--- config.mk ---
export PLATFORM = sky130hd
export DESIGN_NAME = sub_bus_master
export DESIGN_NICKNAME = d
export VERILOG_FILES = /design/src/rtl/sub_bus_master.sv
export SDC_FILE = /design/constraint.sdc
export NUM_CORES = 1
export LEC_CHECK = 0
export ABC_AREA = 1
export CAP_MARGIN = 15
export CORE_MARGIN = 5
export CORE_UTILIZATION = 40
export CTS_CLUSTER_DIAMETER = 120
export DETAILED_ROUTE_END_ITERATION = 10
export GPL_TIMING_DRIVEN = 0
export PLACE_DENSITY = 0.79
export SLEW_MARGIN = 20
export SYNTH_ARGS = -nofsm -noshare
export SYNTH_HDL_FRONTEND = slang
export SYNTH_SLANG_ARGS = --single-unit
--- constraint.sdc ---
create_clock -name clk -period 2.2 [get_ports clk]
set_input_delay 0.22 -clock clk [delete_from_list [all_inputs] [get_ports clk]]
set_output_delay 0.22 -clock clk [all_outputs]
set_load 0.05 [all_outputs]
--- src/rtl/sub_bus_master.sv ---
// sub_bus_master
//   Initiator for the 20-bit address / 64-bit data register sub-bus.
//   Accepts single or burst register commands over a valid/ready handshake,
//   breaks them into one-word bus strobes, and returns read data plus a
//   completion pulse to the requester.
//
// Ports
//   clk, rst_n            clock, asynchronous active-low reset
//   cmd_valid/cmd_ready   command handshake
//   cmd_wr                1 = write burst, 0 = read burst
//   cmd_addr              start word address
//   cmd_len               burst length minus one
//   wr_valid/wr_ready     write data handshake, wr_data is the word
//   rsp_valid/rsp_data    read data return (no back-pressure)
//   cmd_done              one-cycle pulse on command completion
//   sub_cs/sub_wr/sub_rd  registered bus strobes
//   sub_addr/sub_din      registered bus address and write data
//   sub_dout              bus read data, valid RD_LAT cycles after sub_rd
module sub_bus_master #(
  parameter int RD_LAT    = 1,
  parameter int MAX_LEN_W = 4,
  parameter int DATA_W    = 64
) (
  input  logic                 clk,
  input  logic                 rst_n,
  input  logic                 cmd_valid,
  output logic                 cmd_ready,
  input  logic                 cmd_wr,
  input  logic [19:0]          cmd_addr,
  input  logic [MAX_LEN_W-1:0] cmd_len,
  input  logic                 wr_valid,
  input  logic [DATA_W-1:0]    wr_data,
  output logic                 wr_ready,
  output logic                 rsp_valid,
  output logic [DATA_W-1:0]    rsp_data,
  output logic                 cmd_done,
  output logic                 sub_cs,
  output logic                 sub_wr,
  output logic                 sub_rd,
  output logic [19:0]          sub_addr,
  output logic [DATA_W-1:0]    sub_din,
  input  logic [DATA_W-1:0]    sub_dout
);

  localparam int CNT_W = MAX_LEN_W + 1;

  typedef enum logic [1:0] {IDLE, WRITE, READ, DRAIN} state_t;

  state_t             state, state_nxt;
  logic [11:0]        hi_q, hi_nxt;
  logic [7:0]         off_q, off_nxt;
  logic [CNT_W-1:0]   cnt_q, cnt_nxt;
  logic               sub_last;
  logic               wr_nxt, rd_nxt, last_nxt;
  logic [19:0]        addr_nxt;
  logic [DATA_W-1:0]  din_nxt;
  logic               done_nxt, ready_nxt;
  logic               accept, wr_acc;
  logic [RD_LAT-1:0]  rd_vld_p, rd_last_p;

  // Offset within the 256-word slave window; wraps, upper bits untouched.
  function automatic logic [7:0] next_off(input logic [7:0] off);
    return off + 8'd1;
  endfunction

  assign accept   = cmd_valid & cmd_ready;
  assign wr_ready = (state == WRITE) && (cnt_q != '0);
  assign wr_acc   = wr_valid & wr_ready;

  always_comb begin
    state_nxt = state;
    hi_nxt    = hi_q;
    off_nxt   = off_q;
    cnt_nxt   = cnt_q;
    wr_nxt    = 1'b0;
    rd_nxt    = 1'b0;
    last_nxt  = 1'b0;
    addr_nxt  = sub_addr;
    din_nxt   = sub_din;
    // Completion: one cycle after the last write strobe, or together with
    // the last read response leaving the capture pipe.
    done_nxt  = (sub_wr & sub_last) | rd_last_p[RD_LAT-1];

    case (state)
      IDLE: begin
        if (accept) begin
          hi_nxt = cmd_addr[19:8];
          if (cmd_wr) begin
            state_nxt = WRITE;
            off_nxt   = cmd_addr[7:0];
            cnt_nxt   = CNT_W'(cmd_len) + CNT_W'(1);
          end else begin
            // First read strobe goes out on the accept edge itself.
            rd_nxt    = 1'b1;
            addr_nxt  = cmd_addr;
            off_nxt   = next_off(cmd_addr[7:0]);
            cnt_nxt   = CNT_W'(cmd_len);
            last_nxt  = (cmd_len == '0);
            state_nxt = (cmd_len == '0) ? DRAIN : READ;
          end
        end
      end
      WRITE: begin
        if (wr_acc) begin
          wr_nxt   = 1'b1;
          addr_nxt = {hi_q, off_q};
          din_nxt  = wr_data;
          off_nxt  = next_off(off_q);
          cnt_nxt  = cnt_q - CNT_W'(1);
          last_nxt = (cnt_q == CNT_W'(1));
          if (cnt_q == CNT_W'(1))
            state_nxt = DRAIN;
        end
      end
      READ: begin
        rd_nxt   = 1'b1;
        addr_nxt = {hi_q, off_q};
        off_nxt  = next_off(off_q);
        cnt_nxt  = cnt_q - CNT_W'(1);
        last_nxt = (cnt_q == CNT_W'(1));
        if (cnt_q == CNT_W'(1))
          state_nxt = DRAIN;
      end
      DRAIN: begin
        if (done_nxt)
          state_nxt = IDLE;
      end
      default: state_nxt = IDLE;
    endcase

    // Ready stays low in the cmd_done cycle so the two never overlap.
    ready_nxt = (state_nxt == IDLE) && !done_nxt;
  end

  always_ff @(posedge clk or negedge rst_n) begin
    if (!rst_n) begin
      state     <= IDLE;
      hi_q      <= '0;
      off_q     <= '0;
      cnt_q     <= '0;
      cmd_ready <= 1'b0;
      cmd_done  <= 1'b0;
      sub_cs    <= 1'b0;
      sub_wr    <= 1'b0;
      sub_rd    <= 1'b0;
      sub_last  <= 1'b0;
      sub_addr  <= '0;
      sub_din   <= '0;
      rd_vld_p  <= '0;
      rd_last_p <= '0;
      rsp_valid <= 1'b0;
      rsp_data  <= '0;
    end else begin
      // Stage: command sequencing -> registered bus strobe
      state     <= state_nxt;
      hi_q      <= hi_nxt;
      off_q     <= off_nxt;
      cnt_q     <= cnt_nxt;
      cmd_ready <= ready_nxt;
      cmd_done  <= done_nxt;
      sub_cs    <= wr_nxt | rd_nxt;
      sub_wr    <= wr_nxt;
      sub_rd    <= rd_nxt;
      sub_last  <= last_nxt;
      sub_addr  <= addr_nxt;
      sub_din   <= din_nxt;

      // Stage: read strobe -> RD_LAT-deep tracking pipe
      rd_vld_p[0]  <= sub_rd;
      rd_last_p[0] <= sub_rd & sub_last;
      for (int i = 1; i < RD_LAT; i++) begin
        rd_vld_p[i]  <= rd_vld_p[i-1];
        rd_last_p[i] <= rd_last_p[i-1];
      end

      // Stage: pipe tail -> captured response
      rsp_valid <= rd_vld_p[RD_LAT-1];
      if (rd_vld_p[RD_LAT-1])
        rsp_data <= sub_dout;
    end
  end

endmodule

Run 1, cells coloured by class:
Scale: 2 px per um. Fill, decap, tap and diode cells in grey.
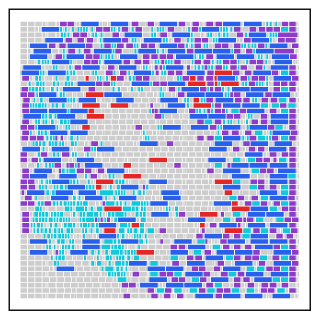
legend:
  purple:
    class: remaining buffers and delay cells
    cells: 348
    share_of_their_area: 29%
  blue:
    class: registers
    cells: 184
    share_of_their_area: 40%
  red:
    class: clock drivers and dummy loads
    cells: 32
    share_of_their_area: 4.9%
  cyan:
    class: remaining logic cells
    cells: 596
    share_of_their_area: 26%

Run 1, routing congestion map:
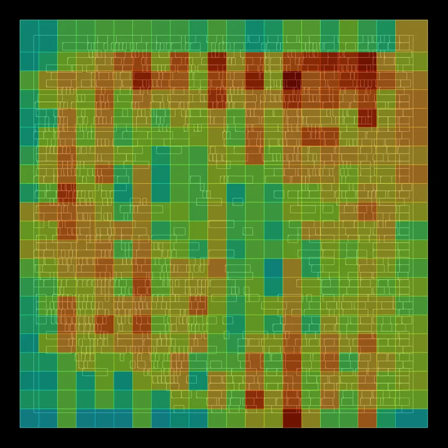
met3 routing resource usage after global routing: 6.87%
final design utilization: 61.4%

Run 1, signal wires on met3:
Scale: 3 px per um.
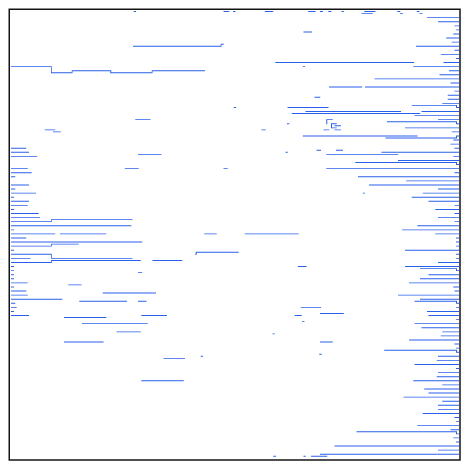
longest straight run: 46.0 um
share of all routed wire: 8.7%
nets with wire on the layer: 183

-- run 1: how the worst min path moves through the flow --
stage	slack, ps	end	depth (start not counted)
5_1_grt	310	sub_din[19]	3
6_report	290	sub_rd	4
2_1_floorplan	-80	cmd_done	0
4_1_cts	280	sub_rd	4
3_5_place_dp	180	rsp_data[38]	1
3_3_place_gp	360	rsp_valid	0
-- run 1: metal layers --
| layer | vias up | track usage (%) | share of wire (%) |
|---|---|---|---|
| met5 | - | 0 | 0 |
| met4 | 0 | 8.83 | 3.8 |
| met3 | 54 | 6.87 | 8.7 |
| met2 | 245 | 35.2 | 49 |
| met1 | 3173 | 25.2 | 39 |
| li1 | 3256 | - | - |
-- run 1: worst min-delay path: stages --
cell                      delay [ps]
sky130_fd_sc_hd__buf_2           200
sky130_fd_sc_hd__nor2_1           90
sky130_fd_sc_hd__inv_1           100
sky130_fd_sc_hd__nand2_1          60
-- run 1: Yosys cell counts (all sizes together) --
cell     count  share of area, %
o31ai        1             0.096
ha          11               1.8
clkinv       2             0.096
mux2        64               9.2
o211ai       1             0.096
nand3       20               1.3
clkbuf      10              0.48
o21a         1             0.096
inv         52               2.6
nand4        6              0.48
nand2      336                17
buf         25               1.8
a21oi       15              0.96
o2111ai      1              0.11
o21ai       53               3.4
mux2i        1              0.13
nand3b       1             0.096
o22ai        2              0.16
nor3         2              0.13
dfrtp      184                59
a211oi       1             0.096
xor2         2              0.22
nor2        24               1.2
-- run 1: final cells by class --
type | count | area (um^2)
Tap cell | 265 | 332
Timing Repair Buffer | 313 | 3170
Fill cell | 1633 | 7450
Inverter | 54 | 213
Clock inverter | 14 | 131
Clock buffer | 18 | 429
Antenna cell | 2 | 5.00
Multi-Input combinational cell | 542 | 2820
Buffer | 35 | 178
Sequential cell | 184 | 4600
==> job_summary.md, run 1 <==
## Implementation flow summary

| Metric | Value |
|---|---|
| Via density per instance | `between 4 and 5` |
| Critical Path AT | `2290 ps` |
| Row Count | `51` |
| Clock-pin slew reported for the worst setup and hold paths after clock tree synthesis | `70 ps` |
| Detail Placement HPWL | `roughly 18000 um` |
| Largest driver fanout on the critical path | `10` |
| Hold-fix buffer count after cts | `1` |
| CP peak stage delay | `440 ps` |
| Instance count of the mapped netlist | `815` |
| CORE AREA | `about 0.019 mm^2` |
| DRC violations left | `0` |
| Post-CTS Resized | `1` |
| Most frequent logic cell in the layout | `sky130_fd_sc_hd__nand2_1` |
| Max Fclk | `between 0.5 and 0.6 GHz` |
| Syn Nets | `~1000` |
| Clock tree from TritonCTS | `built` |
| Synthesized cell area | `between 0.007 and 0.008 mm^2` |
| Post-Synth Simple-Gate Area | `19.7%` |
| Adder and majority gate portion of the synthesized area | `under 10%` |
| Worst path bufs/invs | `4` |
| Reg power frac | `between 20% and 30%` |
| Length of the first detailed-routing pass in iterations | `4` |
| Finished Layout Cells | `about 1400` |
| Post-Synthesis Mean Instance Area | `between 9 and 10 um^2` |
| Startpoint of the worst setup timing path | `state[0]` |
| Die Y | `around 150 um` |
| Net switching share of the total power | `around half` |
| Outcome | `finished clean` |
| Number of H-tree branching levels | `4` |
| Comb power | `about 13000 uW` |
| Compound-Gate Fraction of Synth Area | `5.01%` |
| Cell-internal power | `10900 uW` |
| Tot Pwr | `between 20000 and 25000 uW` |
| Total CTS buffers | `17` |
| Post-layout worst setup margin | `approximately 210 ps` |
| Clock group share of total power | `between 10 and 15%` |
| Setup WS pre-CTS | `220 ps` |
| List of cells traversed by the critical path | `inv_1 > ha_1 > buf_2 > inv_1 > clkbuf_1 > o21ai_0 > o2111ai_1 > o21ai_0` |
| Total of flip-flops plus latches after synthesis | `around 180` |
| Vias in the first global route | `about 6800` |
| Accumulated negative setup slack | `0 ps` |
| Reg-to-reg endpoint | `cnt_q[2]` |
| Worst reg2reg startpoint | `state[0]` |
| Startpoint of the lowest-slack hold path | `cmd_wr` |
Run 1, cells by drive strength:
Scale: 2 px per um.
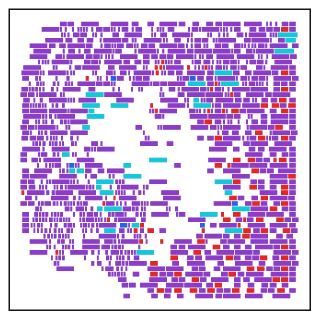

==> run 1 -> run 2 <==
--- a/config.mk
+++ b/config.mk
@@ -8,11 +8,11 @@
 export ABC_AREA = 1
 export CAP_MARGIN = 15
 export CORE_MARGIN = 5
-export CORE_UTILIZATION = 40
+export CORE_UTILIZATION = 44
 export CTS_CLUSTER_DIAMETER = 120
 export DETAILED_ROUTE_END_ITERATION = 10
 export GPL_TIMING_DRIVEN = 0
-export PLACE_DENSITY = 0.79
+export PLACE_DENSITY = 0.85
 export SLEW_MARGIN = 20
 export SYNTH_ARGS = -nofsm -noshare
 export SYNTH_HDL_FRONTEND = slang
Run 2, cells by drive strength:
Scale: 2 px per um.
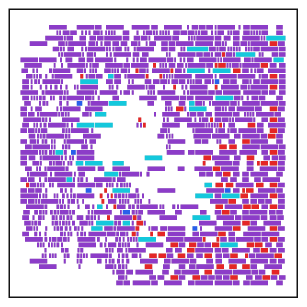
legend:
  purple:
    size: x1 and smaller
    cells: 1024
    share: 88%
  blue:
    size: x3 and x4
    cells: 7
    share: 0.60%
  cyan:
    size: x6 and larger
    cells: 33
    share: 2.8%
  red:
    size: x2
    cells: 96
    share: 8.3%

==> job_summary.md, run 2 <==
## Implementation flow summary

| Metric | Value |
|---|---|
| Dominant cell type by area after synthesis | `sky130_fd_sc_hd__dfrtp_1 (unchanged)` |
| Required time reported for the critical path endpoint | `2530 ps (was 2500 ps)` |
| Global placement routability congestion | `0.920 (was 0.853)` |
| Via density per instance | `5.01 (was 4.71)` |
| Setup WS pre-CTS | `225 ps (was 220 ps)` |
| Endpoints failing hold | `0 (unchanged)` |
| Crit end category | `register (unchanged)` |
| Total of flip-flops plus latches after synthesis | `184 (unchanged)` |
| Inst Count DP | `1352 (was 1392)` |
| Compound-Gate Fraction of Synth Area | `5.01% (unchanged)` |
| Count of different cell masters after synthesis | `33 (unchanged)` |
| Met2 GRT Util | `40.7% (was 35.2%)` |
| Die Y | `143 um (was 150 um)` |
| Number of antenna violations at the first check in global routing | `4 (was 2)` |
| Post-detailed-placement cell area | `0.0113 mm^2 (about the same)` |
| Worst reg2reg startpoint | `state[0] (unchanged)` |
| Count of endpoints failing setup in the final report | `0 (unchanged)` |
| Clock net sink count | `184 (unchanged)` |
| Met1 usage | `27.5% (was 25.2%)` |
| Instance count of the mapped netlist | `815 (unchanged)` |
| Growth of design area from synthesis to finish | `51.9% (was 52.0%)` |
| Number of synthesized flops with an enable pin | `0 (unchanged)` |
| Most instantiated logic cells after routing | `sky130_fd_sc_hd__nand2_1, sky130_fd_sc_hd__clkdlybuf4s50_1, sky130_fd_sc_hd__dfrtp_1 (unchanged)` |
| Clock-pin slew reported for the worst setup and hold paths after clock tree synthesis | `80 ps (was 70 ps)` |
| CORE AREA | `0.0174 mm^2 (was 0.0193 mm^2)` |
| Path class of the lowest-slack min-delay path | `in -> async (was in -> reg)` |
| Row Count | `48 (was 51)` |
| Horiz. Die Dim | `143 um (was 150 um)` |
| Routed length on met2 | `12500 um (was 11600 um)` |
| Routed wire per std cell | `17.9 um (was 16.7 um)` |
| Adder and majority gate portion of the synthesized area | `1.76% (unchanged)` |
| Largest driver fanout on the critical path | `10 (unchanged)` |
| Top-level port count | `312 (unchanged)` |
| Total CTS buffers | `17 (unchanged)` |
| Max Fclk | `0.505 GHz (was 0.504 GHz)` |
| Post-Synth Simple-Gate Area | `19.7% (unchanged)` |
| Main flop type after synthesis | `sky130_fd_sc_hd__dfrtp_1 (unchanged)` |
| Remaining number of nets flagged by the antenna check after routing | `0 (unchanged)` |
| Maximum VDD drop | `0.00130 V (was 0.00116 V)` |
| Register-to-register setup slack | `220 ps (was 210 ps)` |
| Post-CTS setup repair buffer count | `0 (unchanged)` |
| Finished Layout Cells | `1389 (was 1427)` |
| CTS Buffer Depth | `2 (unchanged)` |
| Total overflow reported by the global router | `0 (unchanged)` |
| Insertion delay of the later-clocked pin in the worst-skew pair | `440 ps (was 420 ps)` |
| Main area contributors | `sky130_fd_sc_hd__dfrtp_1, sky130_fd_sc_hd__nand2_1, sky130_fd_sc_hd__mux2_2 (unchanged)` |
| Number of H-tree branching levels | `4 (unchanged)` |
| Leakage power total | `0.00558 uW (was 0.00557 uW)` |
| Most frequent logic cell in the layout | `sky130_fd_sc_hd__nand2_1 (unchanged)` |
| DRC violations left | `0 (unchanged)` |
| Detailed route wirelength on metal3 | `2110 um (was 2080 um)` |
| Top-area cell type share of the netlist area | `58.9% (unchanged)` |
| Syn Nets | `983 (unchanged)` |
| Detail Placement HPWL | `19000 um (was 18500 um)` |
| Commonest cells in the netlist | `sky130_fd_sc_hd__nand2_1, sky130_fd_sc_hd__dfrtp_1, sky130_fd_sc_hd__mux2_2, sky130_fd_sc_hd__o21ai_0, sky130_fd_sc_hd__inv_1 (unchanged)` |
| Worst slew margin relative to its limit | `59.4% (was 58.2%)` |
| Vias after detailed routing | `6956 (was 6728)` |
| Synth top cell by count | `sky130_fd_sc_hd__nand2_1 (unchanged)` |
| Busiest layer in global routing | `met2 (unchanged)` |
| Post-Synthesis Mean Instance Area | `9.59 um^2 (unchanged)` |
| Setup repair after global routing missed its margin | `no (unchanged)` |
| Worst Setup Start Kind | `register (unchanged)` |
| Critical Path AT | `2310 ps (was 2290 ps)` |
| Clock tree from TritonCTS | `built (unchanged)` |
| Vias in the first global route | `7141 (was 6787)` |
| DRT met1 WL | `9340 um (was 9290 um)` |
| Multiplexer share of the synthesized area | `9.35% (unchanged)` |
| Number of cells traversed by the worst register-to-register path | `11 (was 8)` |
| Ratio of final minimum period to clock period | `90.0% (was 90.3%)` |
| Count of warning messages emitted by the tools | `32 (unchanged)` |
| Pwr per Cell Area | `1850 mW/mm^2 (was 1820 mW/mm^2)` |
| Fraction of the yosys area taken by sequential cells | `58.9% (unchanged)` |
| Total global routing track utilization | `24.0% (was 21.1%)` |
| Length of the first detailed-routing pass in iterations | `5 (was 4)` |
| Share of flip-flops with an asynchronous set or reset | `100% (unchanged)` |
| Top logic family | `simple AND/OR/NAND/NOR gates (unchanged)` |
| Post-layout worst setup margin | `221 ps (was 214 ps)` |
| Outcome | `finished clean (unchanged)` |
| Final Routed Wirelength | `24900 um (was 23900 um)` |
| Met3 routing resource usage after global routing | `8.20% (was 6.87%)` |
| Count of buffers inserted at the top-level ports | `310 (unchanged)` |
| Wire length of the first global-routing pass | `38300 um (was 36700 um)` |
| Synthesized cell area | `0.00781 mm^2 (unchanged)` |
| DRC marker count from the first detailed-route iteration | `269 (was 254)` |
| Top routing layer in use | `met4 (unchanged)` |
| Reg-to-reg endpoint | `sub_addr[19] (was cnt_q[2])` |
| Final critical path time including I/O delays and setup | `1980 ps (was 1990 ps)` |
| Final design utilization | `68.4% (was 61.4%)` |
-- run 2: where the power goes --
group | internal (uW) | leakage, uW | switching (uW)
clock network | 1610 | 0.000286 | 1460
registers | 5040 | 0.00225 | 945
logic | 4370 | 0.00305 | 8490
-- run 2: repair_timing --
item	4_1_cts	5_1_grt
endpoints found under the setup margin	1	3
resized	1	6
gates cloned	0	0
hold buffers	1	0
endpoints found under the hold margin	44	0
pin swaps	0	0
-- run 2: worst max path at each step --
stage	from	end	cells after the start
final	state[0]	sub_addr[19]	11
after global routing	state[0]	cnt_q[3]	10
after CTS	state[1]	wr_ready	5
after detailed placement	state[0]	cnt_q[2]	8
after global placement	rst_n	sub_addr[7]	1
after floorplan	state[0]	sub_addr[10]	11
-- run 2: worst max-delay path, cell delays in order, from the launching register on --
cell,delay (ps)
sky130_fd_sc_hd__dfrtp_1,450
sky130_fd_sc_hd__inv_1,100
sky130_fd_sc_hd__ha_1,230
sky130_fd_sc_hd__inv_2,90
sky130_fd_sc_hd__a21oi_1,70
sky130_fd_sc_hd__nor2_1,240
sky130_fd_sc_hd__nand2_4,150
sky130_fd_sc_hd__inv_6,140
sky130_fd_sc_hd__nand2_8,80
sky130_fd_sc_hd__buf_4,190
sky130_fd_sc_hd__nand2_1,70
sky130_fd_sc_hd__nand2_1,60
-- run 2: stage by stage --
stage	hold WS, ps	setup TNS (ps)	total power, uW
6_report	272	0	21900
5_1_grt	292	0	23100
4_1_cts	281	0	22000
3_5_place_dp	151	0	18900
3_3_place_gp	363	-1246140	18500
2_1_floorplan	-75.6	0	14300
-- run 2: layout make-up --
cell class,count,area (um^2)
inverters,54,213
flip-flops and latches,184,4600
diodes,4,10.0
clock inverters,15,170
repair buffers,313,3170
plain buffers,35,180
well taps,225,282
clock buffers,17,425
multi-input cells,542,2820
fillers,1304,5480
Run 2, signal wires on met3:
Scale: 3 px per um.
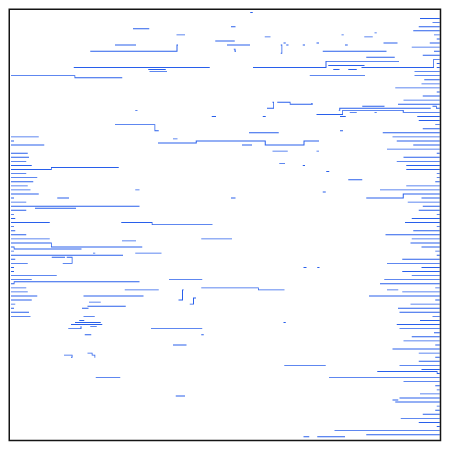

==> run 2 -> run 3 <==
--- a/config.mk
+++ b/config.mk
@@ -12,7 +12,7 @@
 export CTS_CLUSTER_DIAMETER = 120
 export DETAILED_ROUTE_END_ITERATION = 10
 export GPL_TIMING_DRIVEN = 0
-export PLACE_DENSITY = 0.85
+export PLACE_DENSITY = 0.81
 export SLEW_MARGIN = 20
 export SYNTH_ARGS = -nofsm -noshare
 export SYNTH_HDL_FRONTEND = slang
Run 3, signal wires on met3:
Scale: 3 px per um.
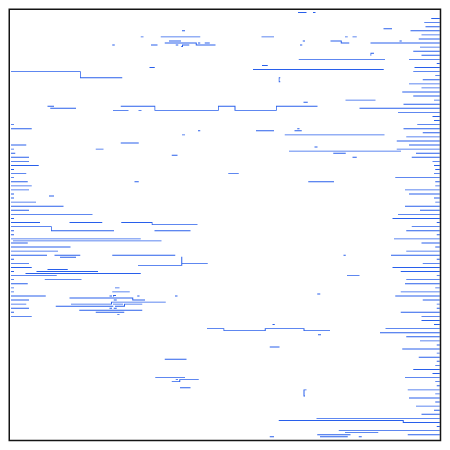
share of all routed wire: 8.4%
wire length on this layer: 2040 um
longest straight run: 49.2 um
main direction: horizontal

==> job_summary.md, run 3 <==
## Implementation flow summary

| Metric | Value |
|---|---|
| Outcome | `finished clean (unchanged)` |
| Number of H-tree branching levels | `4 (unchanged)` |
| Crit end category | `register (unchanged)` |
| Post-CTS setup repair buffer count | `0 (unchanged)` |
| List of cells traversed by the critical path | `inv_1 > ha_1 > buf_2 > clkbuf_1 > o21ai_0 > o2111ai_1 > o21ai_0 (was inv_1 > ha_1 > inv_2 > a21oi_1 > nor2_1 > nand2_4 > inv_6 > nand2_8 > buf_4 > nand2_1 > nand2_1)` |
| Combinational cell area excluding buffers and inverters | `0.00282 mm^2 (unchanged)` |
| Worst reg2reg startpoint | `state[0] (unchanged)` |
| Worst Setup Start Kind | `register (unchanged)` |
| Setup repair after global routing missed its margin | `no (unchanged)` |
| Number of synthesized flops with an enable pin | `0 (unchanged)` |
| Row Count | `48 (unchanged)` |
| Instance count of the mapped netlist | `815 (unchanged)` |
| Post-CTS Resized | `1 (unchanged)` |
| Seq. cell area | `0.00460 mm^2 (unchanged)` |
| Final critical path time including I/O delays and setup | `1980 ps (about the same)` |
| Count of endpoints failing setup in the final report | `0 (unchanged)` |
| Total number of cells along the worst setup path | `7 (was 11)` |
| Post-detailed-placement cell area | `0.0112 mm^2 (was 0.0113 mm^2)` |
| Number of antenna violations at the first check in global routing | `3 (was 4)` |
| Max Fclk | `0.504 GHz (was 0.505 GHz)` |
| Critical path capture point | `cnt_q[2] (was sub_addr[19])` |
| Accumulated negative setup slack | `0 ps (unchanged)` |
| Most frequent logic cell in the layout | `sky130_fd_sc_hd__nand2_1 (unchanged)` |
| Share of flip-flops with an asynchronous set or reset | `100% (unchanged)` |
| Top-level port count | `312 (unchanged)` |
| Most repeated library cell on the critical path | `sky130_fd_sc_hd__o21ai_0 (was sky130_fd_sc_hd__nand2_1)` |
| Hold-fix buffer count after cts | `1 (unchanged)` |
| Routed wire per std cell | `17.5 um (was 17.9 um)` |
| Inst Count DP | `1351 (was 1352)` |
| Insertion delay of the later-clocked pin in the worst-skew pair | `430 ps (was 440 ps)` |
| Via density per instance | `4.98 (was 5.01)` |
| Endpoints failing hold | `0 (unchanged)` |
| Cell type group with the largest total delay on the critical path | `buffers and inverters (was simple AND/OR/NAND/NOR gates)` |
| Final Routed Wirelength | `24300 um (was 24900 um)` |
| Post-Synthesis Mean Instance Area | `9.59 um^2 (unchanged)` |
| Maximum VDD drop | `0.00122 V (was 0.00130 V)` |
| Dominant cell type by area after synthesis | `sky130_fd_sc_hd__dfrtp_1 (unchanged)` |
==> run 3: cell counts after synthesis <==
Identical to the previous run, type by type.
==> run 3: worst min-delay path by stage <==
stage | slack, ps | endpoint | depth (start not counted)
5_1_grt | 300 | sub_rd | 4
6_report | 280 | sub_rd | 4
2_1_floorplan | -80 | cmd_done | 0
4_1_cts | 260 | sub_rd | 4
3_5_place_dp | 270 | sub_din[16] | 1
3_3_place_gp | 350 | rsp_valid | 0
==> run 3: cell families (layout without fill, tap and decap cells) <==
family          after synthesis  after routing  share of synthesized area [%]
compound gates               75             75                           5.01
xor+xnor                      2              2                          0.224
fa+ha+maj                    11             11                           1.76
buf+inv                      89            433                           5.00
flops                       184            184                           58.9
mux                          65             65                           9.35
other cells                   0              2                              0
simple gates                389            389                           19.7
==> run 3: layer usage <==
layer | track usage (%) | vias up | wire [um]
met4 | 9.76 | 2 | 899
met5 | 0 | - | 13
li1 | - | 3255 | -
met1 | 28.6 | 3293 | 9320
met3 | 7.07 | 62 | 2040
met2 | 39.0 | 296 | 12000
==> run 3: final cells by class <==
class,instances,share of cell area [%]
Antenna cell,2,0.0422
Buffer,35,1.51
Clock buffer,20,3.69
Clock inverter,12,1.40
Inverter,54,1.80
Multi-Input combinational cell,542,23.8
Sequential cell,184,38.9
Tap cell,225,2.38
Timing Repair Buffer,312,26.5
==> run 3: power breakdown <==
part	switching [uW]	internal [uW]	leakage [uW]
Sequential	934	5040	0.00225
Clock	1340	1810	0.000280
Combinational	8450	4360	0.00304
Total	10700	11200	0.00556
==> run 3: worst min-delay path: stages <==
cell	delay [ps]
sky130_fd_sc_hd__buf_2	200
sky130_fd_sc_hd__nor2_1	100
sky130_fd_sc_hd__inv_1	90
sky130_fd_sc_hd__nand2_1	50
Power is estimated from default activity; no workload was simulated.
